==> config.mk <==
export PLATFORM = sky130hd
export DESIGN_NAME = exhaustive_vector_sequencer_flat
export DESIGN_NICKNAME = d
export VERILOG_FILES = /design/src/rtl/exhaustive_vector_sequencer_if.sv /design/src/rtl/exhaustive_vector_sequencer.sv /design/src/flat_wrapper.sv
export SDC_FILE = /design/constraint.sdc
export NUM_CORES = 1
export LEC_CHECK = 0
export ABC_AREA = 1
export CORE_ASPECT_RATIO = 0.5
export CORE_MARGIN = 5
export CORE_UTILIZATION = 45
export DETAILED_ROUTE_END_ITERATION = 6
export DONT_BUFFER_PORTS = 1
export GPL_TIMING_DRIVEN = 0
export PLACE_DENSITY_LB_ADDON = 0.05
export SLEW_MARGIN = 30
export SYNTH_ARGS = -nofsm -noshare
export SYNTH_HDL_FRONTEND = slang
export SYNTH_SLANG_ARGS = --single-unit
==> constraint.sdc <==
create_clock -name CK -period 1.4 [get_ports CK]
set_input_delay 0.28 -clock CK [delete_from_list [all_inputs] [get_ports CK]]
set_output_delay 0.28 -clock CK [all_outputs]
set_load 0.1 [all_outputs]
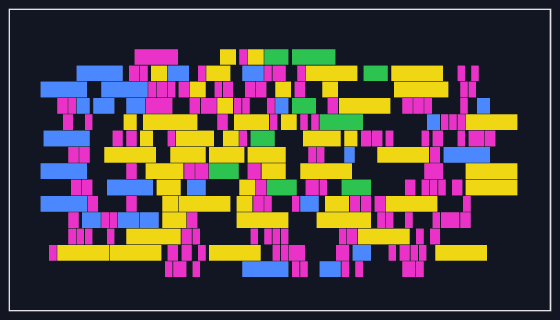
**Above:** cell sizes after repair.
(6 px per um)
drive 2 -> blue  # cells 25, share 12%
drive 3 to 4 -> yellow  # cells 48, share 23%
drive 1 or less -> magenta  # cells 129, share 61%
drive 6 and up -> green  # cells 9, share 4.3%
Final WS setup: -0.237 ns
P&R area growth vs syn: 31.6%
Final Cell Area: 1890 um2
bufs w/o clock: 16

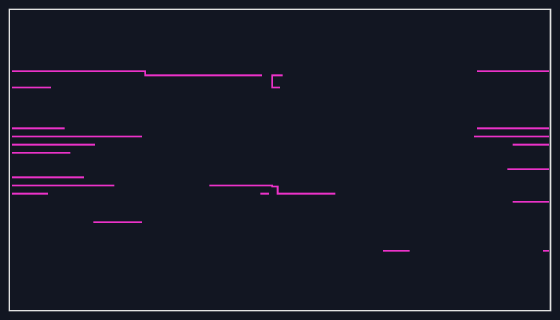
**Above:** M3 wires.
(6 px per um)
share of all routed wire = 6.5%
nets with wire on the layer = 20
DR vias: 1317
met3 usage: 0.0699
routed wire length: 3550 um

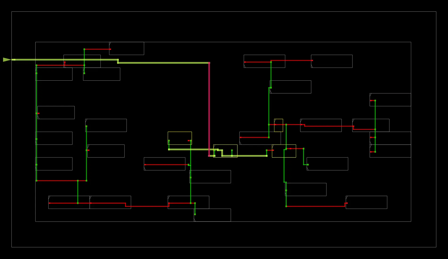
**Above:** the clock network.
flop count: 27
number of CTS-inserted buffers: 3
clk latency late pin: 0.27 ns

==> changes_impl.md <==
### Physical design

* Tightest Hold Check Type: in -> reg
* CTS root buf: clkbuf_8
* Worst Reg2Reg Path Length in Cells at 8
* Die extent in x at 90.0 um
* Basic Gates by Area at 0.302
* Final WS setup at -0.237 ns
* First drt pass iteration count at 4
* Worst VDD drop at 1.11 mV
* Area of the mapped netlist at 1440 um2
* Yosys stat area at 1440 um2
* Placed inst area at 1580 um2
* Relative max-transition margin at 0.554
* # nets final at 223
* CTS H-Tree Depth at 1
* Status: finished, violations left
* Critical Path Sink Type: register
* Die Y at 50.0 um
* Power Density at 1600 nW/um2
* CP startpoint kind: register
* Log Warnings at 30
* Main logic family after synthesis: simple AND/OR/NAND/NOR gates
* # diodes at 0
* Io pins at 32
* Util after Layout at 0.625
* Clock Path Buffers at 2
* Internal power at 1.50 mW
* Total GRT Usage at 0.159
* Largest net degree at the start of global routing at 16
* Post-Layout Cell Count at 251
* Syn Area/Cell at 7.42 um2
* Buffers on Ports at 0
* Sw power at 1.53 mW
* Vias per cell at 5.25
* Setup bufs post-CTS at 6
* Top cells by area: dfxtp_1, a21oi_1, nand2_1
* Post-detail-place hpwl at 2360 um
* Grt total ovfl at 0
* Kind of critical path: reg -> reg
* Slowest-stage cell, CP: dfxtp_4
* Worst Hold Slack at 0.197 ns
* Slew Limit Fails at 0
* Mux share at 0
* Most numerous logic cell after layout: nand2_1
* Switch share at 0.505
* Clock transition at path regs at 0.09 ns
* Final setup violation count at 10
* Final TNS setup at -1.51 ns
* Syn. warnings at 0
* Max frequency at 0.611 GHz
* Post-synthesis xor/xnor area fraction at 0.0122
* Reg power frac at 0.476
* ANT nets after route at 0
* Post-cts resize count at 30
* Period minus WS final at 1.64 ns
* Post-Synth AOI/OAI Area at 0.177
* Failing checks: negative setup slack
* Placed cell count at 234
* Filler instances at 268
* Synth cell types at 28
[cell type report]
class / instances / area [um2] / share of cell area
multi-input combinational: 138 / 941 / 0.497
inverter: 26 / 113 / 0.0595
clock inverter: 1 / 5.00 / 0.00264
tap: 40 / 50.0 / 0.0264
clock buffer: 3 / 41.3 / 0.0218
sequential: 27 / 616 / 0.325
timing repair buffer: 14 / 120 / 0.0634
buffer: 2 / 7.51 / 0.00397
[layer usage]
metal | track usage | vias to the layer above | part of all wire
met2 | 0.235 | 26 | 0.43
li1 | - | 676 | -
met4 | 0.0297 | 0 | 0.0054
met3 | 0.0699 | 2 | 0.065
met1 | 0.215 | 613 | 0.50
met5 | 0 | - | 0
[cells in the mapped netlist]
master / n
inv_4: 1
xor2_1: 2
nor2_1: 20
nand3_4: 3
o21ai_1: 2
buf_6: 2
a31oi_1: 1
o31ai_1: 1
nor2_8: 1
or2_1: 2
dfxtp_1: 27
nand4_1: 4
nand3b_1: 1
nand3_1: 14
nand2_4: 1
nor3_1: 3
ha_1: 5
nand2_2: 1
o21bai_1: 1
clkbuf_1: 2
nand2_1: 32
inv_1: 24
a21oi_1: 27
clkinv_1: 1
o21ai_0: 9
o21ai_4: 1
nor2_2: 3
a21oi_2: 3
[power by group through the flow]
stage / combinational [mW] / sequential [mW] / clock [mW]
2_1_floorplan: 0.742 / 1.39 / 0
3_3_place_gp: 0.863 / 1.42 / 0
3_5_place_dp: 0.874 / 1.42 / 0
4_1_cts: 1.06 / 1.40 / 0.455
5_1_grt: 1.26 / 1.46 / 0.497
6_report: 1.14 / 1.44 / 0.438
[worst max-delay path: cells and delay by family, from the launching register on]
family	cells	cell delay, ns
flip-flops	1	0.47
AND/OR/NAND/NOR	4	0.30
adder cells (fa/ha/maj)	2	0.38
AND-OR/OR-AND	2	0.34
Power is estimated from default activity; no workload was simulated.
